==> images/ff_map.png <==
(4 px per um) Other sequential cells in the stronger grey, the rest of the logic in the fainter grey.
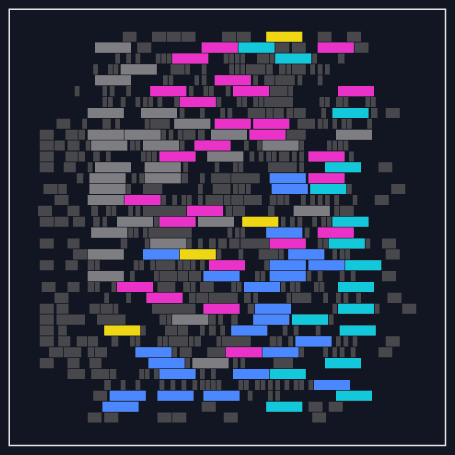
==> images/congestion_map.png <==
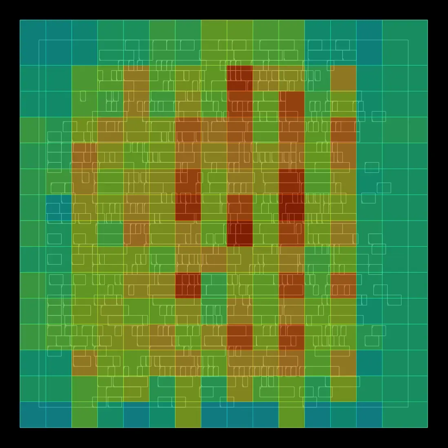
==> images/gates.png <==
(4 px per um)
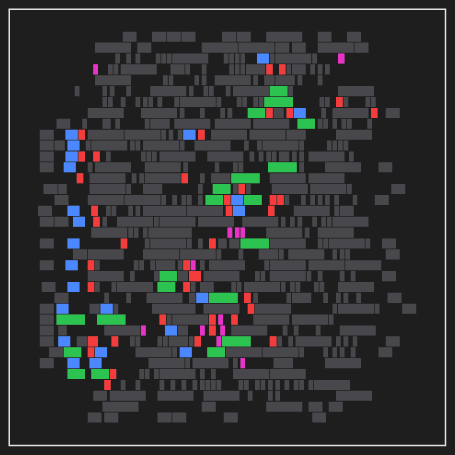
==> images/closeup.png <==
Region (34, 56) to (74, 96) um. Cells in grey, sequential cells in the stronger grey; small squares are vias.
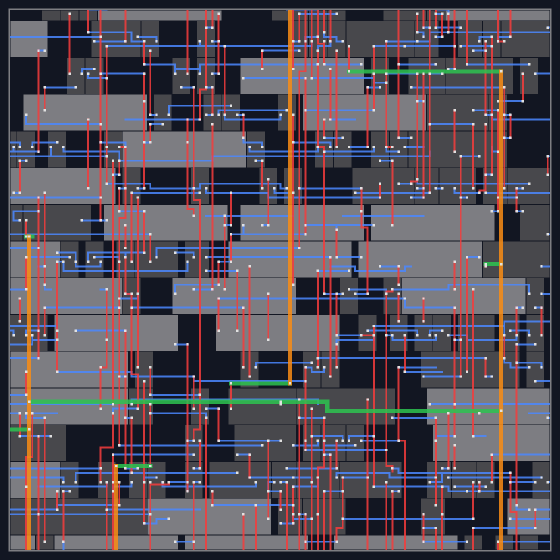
File: src/rtl/pipelined_adder.sv
// Chunked ripple-carry adder/subtractor: each stage adds one CHUNK-bit slice and
// registers its carry for the next stage, with a valid/ready stall on the output.
module pipelined_adder #(
   parameter int WIDTH = 16,
   parameter int CHUNK = 4
) (
   input  logic             clk,
   input  logic             rst,
   input  logic             in_valid,
   output logic             in_ready,
   input  logic [WIDTH-1:0] a,
   input  logic [WIDTH-1:0] b,
   input  logic             cin,
   input  logic             sub,
   output logic             out_valid,
   input  logic             out_ready,
   output logic [WIDTH-1:0] sum,
   output logic             cout,
   output logic             ovf
);

   localparam int STAGES = WIDTH / CHUNK;

   // Handshake: a transfer happens on a rising edge where valid && ready.
   // The pipeline advances as a whole only when the output slot is free or
   // being consumed; otherwise every register holds.
   logic             advance;
   logic [WIDTH-1:0] eff_b;
   logic             cin0;

   logic [STAGES-1:0] v_q;
   logic [STAGES-1:0] c_q;
   logic [WIDTH-1:0]  a_q [STAGES];
   logic [WIDTH-1:0]  b_q [STAGES];
   logic [WIDTH-1:0]  s_q [STAGES];

   logic [STAGES-1:0] c_nxt;
   logic [WIDTH-1:0]  s_nxt [STAGES];

   assign out_valid = v_q[STAGES-1];
   assign in_ready  = !(out_valid && !out_ready);
   assign advance   = in_ready;

   assign eff_b = sub ? ~b : b;
   assign cin0  = sub ? 1'b1 : cin;

   genvar k;
   generate
      for (k = 0; k < STAGES; k++) begin : g_stage
         logic [CHUNK:0] part;
         if (k == 0) begin : g_first
            assign part     = {1'b0, a[CHUNK-1:0]} + {1'b0, eff_b[CHUNK-1:0]}
                              + (CHUNK+1)'(cin0);
            assign s_nxt[0] = WIDTH'(part[CHUNK-1:0]);
         end else begin : g_rest
            assign part     = {1'b0, a_q[k-1][k*CHUNK +: CHUNK]}
                              + {1'b0, b_q[k-1][k*CHUNK +: CHUNK]}
                              + (CHUNK+1)'(c_q[k-1]);
            // Chunk k of the running sum is still zero here, so OR inserts it.
            assign s_nxt[k] = s_q[k-1] | (WIDTH'(part[CHUNK-1:0]) << (k*CHUNK));
         end
         assign c_nxt[k] = part[CHUNK];
      end
   endgenerate

   always_ff @(posedge clk or posedge rst) begin
      if (rst) begin
         v_q <= '0;
         c_q <= '0;
         for (int i = 0; i < STAGES; i++) begin
            a_q[i] <= '0;
            b_q[i] <= '0;
            s_q[i] <= '0;
         end
      end else if (advance) begin
         v_q[0] <= in_valid;
         a_q[0] <= a;
         b_q[0] <= eff_b;
         s_q[0] <= s_nxt[0];
         c_q[0] <= c_nxt[0];
         for (int i = 1; i < STAGES; i++) begin
            v_q[i] <= v_q[i-1];
            a_q[i] <= a_q[i-1];
            b_q[i] <= b_q[i-1];
            s_q[i] <= s_nxt[i];
            c_q[i] <= c_nxt[i];
         end
      end
   end

   // Overflow: operand signs agree but the result sign differs.
   assign sum  = s_q[STAGES-1];
   assign cout = c_q[STAGES-1];
   assign ovf  = (a_q[STAGES-1][WIDTH-1] == b_q[STAGES-1][WIDTH-1]) &&
                 (s_q[STAGES-1][WIDTH-1] != a_q[STAGES-1][WIDTH-1]);

endmodule

File: config.mk
export PLATFORM = sky130hd
export DESIGN_NAME = pipelined_adder
export DESIGN_NICKNAME = d
export VERILOG_FILES = /design/src/rtl/pipelined_adder.sv
export SDC_FILE = /design/constraint.sdc
export NUM_CORES = 1
export LEC_CHECK = 0
export CORE_MARGIN = 5
export CORE_UTILIZATION = 45
export CTS_CLUSTER_DIAMETER = 100
export DETAILED_ROUTE_END_ITERATION = 12
export PLACE_DENSITY = 0.7
export RECOVER_POWER = 100
export SYNTH_ARGS = -nofsm -noshare
export SYNTH_HDL_FRONTEND = slang
export SYNTH_SLANG_ARGS = --single-unit
export TNS_END_PERCENT = 100
File: constraint.sdc
create_clock -name clk -period 9.5 [get_ports clk]
set_clock_uncertainty 0.15 [all_clocks]
set_input_delay 1.425 -clock clk [delete_from_list [all_inputs] [get_ports clk]]
set_output_delay 1.425 -clock clk [all_outputs]
set_load 0.05 [all_outputs]
==> results_dict.tcl <==
# implementation run metrics
set metrics [dict create \
    drc_errors 0 \
    drt_wl_total_mm 7.88 \
    antenna_found_initial 0 \
    yosys.area_share.aoi_pct 5.57 \
    hold_end "sum[8]" \
    synth_nets 521 \
    cts-root-buf "clkbuf_8" \
    cp.depth 6 \
    antennaDiodeCount 0 \
    rsz0062_at_grt "false" \
    hpwl_mm 5.28 \
    peakVddDrop_mv 0.135 \
    crit_start "out_ready" \
    synth.comb.largest_family "simple AND/OR/NAND/NOR gates" \
    rows 36 \
    p_per_area_nw_per_um2 335 \
    setup-violations-final 0 \
    simple_gate_share_pct 21.2 \
    nets 570 \
    finalPower_mw 1.74 \
    largestClassByArea "sequential cells" \
    grtUsageMet2_pct 21.8 \
    clock_area_share_pct 4.86 \
    place_area_um2 4960 \
    pg_clk_uw 324 \
    h-tree-depth 3 \
    leakage_nw 2.57 \
    power_top_consumer "combinational cells" \
    ff2ff_path_depth 5 \
    synth_cells 463 \
    cts_tree "yes" \
    worst-path-buf-inv 2 \
    layout.nonclk_buf_share_pct 11.3 \
    p_seq_share_pct 40.6 \
    worst-endpoint-required_ps 9590 \
    gr-total-overflow 0 \
    relSlewSlack_pct -169 \
    fin_area_um2 5200 \
    area_leaders "dfrtp_1 (56%), nand2_1 (19%), fa_1 (3.7%), ha_1 (3.4%), o21ai_0 (2.7%)" \
    fa_ha_area_share_pct 7.08 \
    fp_util_pct 45.5 \
    clockBufferDepth 2 \
    drt-met1-wl_mm 3.81 \
    drv_cap 4 \
    ys_cells 463 \
    n_all_inverters 12 \
    die_h_um 109 \
    clk_latency_ps 360 \
    switching_share_pct 39.0 \
    status "finished with violations" \
    netlist_area_um2 4380 \
    yosysWarnings 0 \
    xor_share_pct 4.60 \
    ys_area_um2 4380 \
    synth_area_leader_cell "dfrtp_1" \
    worstPathCellList "dlygate4sd3_1, nor2b_1, clkbuf_1, nor3b_1, a221oi_1, nand2_1" \
    buffers 61 \
    min-delay-start "sum[8]" \
    p_switching_uw 680 \
    viasPerCell 4.62 \
    final.setup.tns_ps 0 \
    ys_seq_share_pct 56.0 \
    reg_top3 "a_q (25), b_q (25), s_q (24)" \
    fmax_ghz 0.174 \
    cts_made_buffers 9 \
    postCtsResizedCells 0 \
    drt_iter0_drc 166 \
    comb_cells 330 \
    violations "max-capacitance violations, max-slew violations" \
    place_congestion 0.744 \
    cp-endpoint "s_q[39]" \
    critical-path-top-delay-family "buffers and inverters" \
    cts_setup_buffers 0 \
    cts.clk_slew.worst_paths_ps 80 \
    finalHoldViolCount 0 \
    dp_cells 634 \
    path_max_fanout 104 \
    hp-class "flop to flop" \
    p_int_mw 1.06 \
    common_cells "nand2_1 (222), dfrtp_1 (98), o21ai_0 (24)" \
    log.warning_count 28 \
    mux_share_pct 0.228 \
    routed-wl-met3_um 310 \
    flop_cell "dfrtp_1" \
    lay_top_cells "nand2_1 (222), dfrtp_1 (98), clkdlybuf4s50_1 (35)" \
    clockPowerShare_pct 18.6 \
    end_kind "flop" \
    grt_max_degree 105 \
    critPathSlowestCell "clkbuf_1" \
    clockBufferCount 12 \
    edf_count 0 \
    io_pins 58 \
    cp_slowest_stage_delay_ps 2850 \
    holdWs_ps 319 \
    clock_sinks 98 \
    ctsHoldBuffers 0 \
    port_buffers 57 \
    combPwrFrac_pct 40.8 \
    top_area_share_pct 56.0 \
    min_period_over_period_pct 60.4 \
    dr.pass1.iters 4 \
    top_cell "nand2_1" \
    final.min_clock_period_ps 5730 \
    hold_path_depth 2 \
    num_vias 3001 \
    r2r-end "s_q[39]" \
    first_global_vias 3022 \
    layout_setup_ws_ps 3770 \
    dieWidth_um 109 \
    core_um2 9640 \
    synth.distinct_cells 25 \
    grt_use_met3_pct 2.96 \
    rrSetupSlack_ps 4990 \
    synth.avg_cell_area_um2 9.47 \
    cp-start-kind "input pin" \
    layout-drive-gt1-share_pct 3.48 \
    final-comb-area_um2 1690 \
    nWellTaps 133 \
    drv_slew 300 \
    cp.arrival_ps 5820 \
    tightestPinTransition_ps 4040 \
]
-- ff_map.png (at the start) --
legend:
  `s_q`:
    colour: blue
    placed_flops: 24
  `a_q`:
    colour: magenta
    placed_flops: 25
  `c_q`:
    colour: yellow
    placed_flops: 4
  `sum`:
    colour: cyan
    placed_flops: 16
Seq/total area: 47.2%
Core Util, Final: 53.9%
Sequential Power: 707 uW
Sequential Area: 2450 um^2

-- congestion_map.png (at the start) --
drt wl/cell: 12.1 um
busiest layer in global routing: met2
M1 GR Usage: 20.7%
Global Route Usage Sum: 14.7%

-- gates.png (at the start) --
legend:
  fa/ha/maj cells:
    colour: green
    cells: 20
    most_used: ha_1
  aoi and oai cells:
    colour: red
    cells: 40
    most_used: o21ai_0
  xor and xnor cells:
    colour: blue
    cells: 23
    most_used: xnor2_1
  inv cells:
    colour: magenta
    cells: 12
    most_used: inv_1
multi-input combinational area share: 32.5%
fin cells: 650
Top cell excl fill/tap: nand2_1

-- closeup.png (at the start) --
legend:
  M1:
    colour: blue
  M3:
    colour: green
  M4:
    colour: orange
  M2:
    colour: red
most frequent: nand2_1 (56), dfrtp_1 (20), a21oi_1 (7)
cells with their middle in the window: 117
sequential cells in the window: 20
netlist names of flops here include: `a_q` (10), `b_q` (8), `s_q` (2)

Power figures rest on the tool's default switching activity, not on a simulated workload.
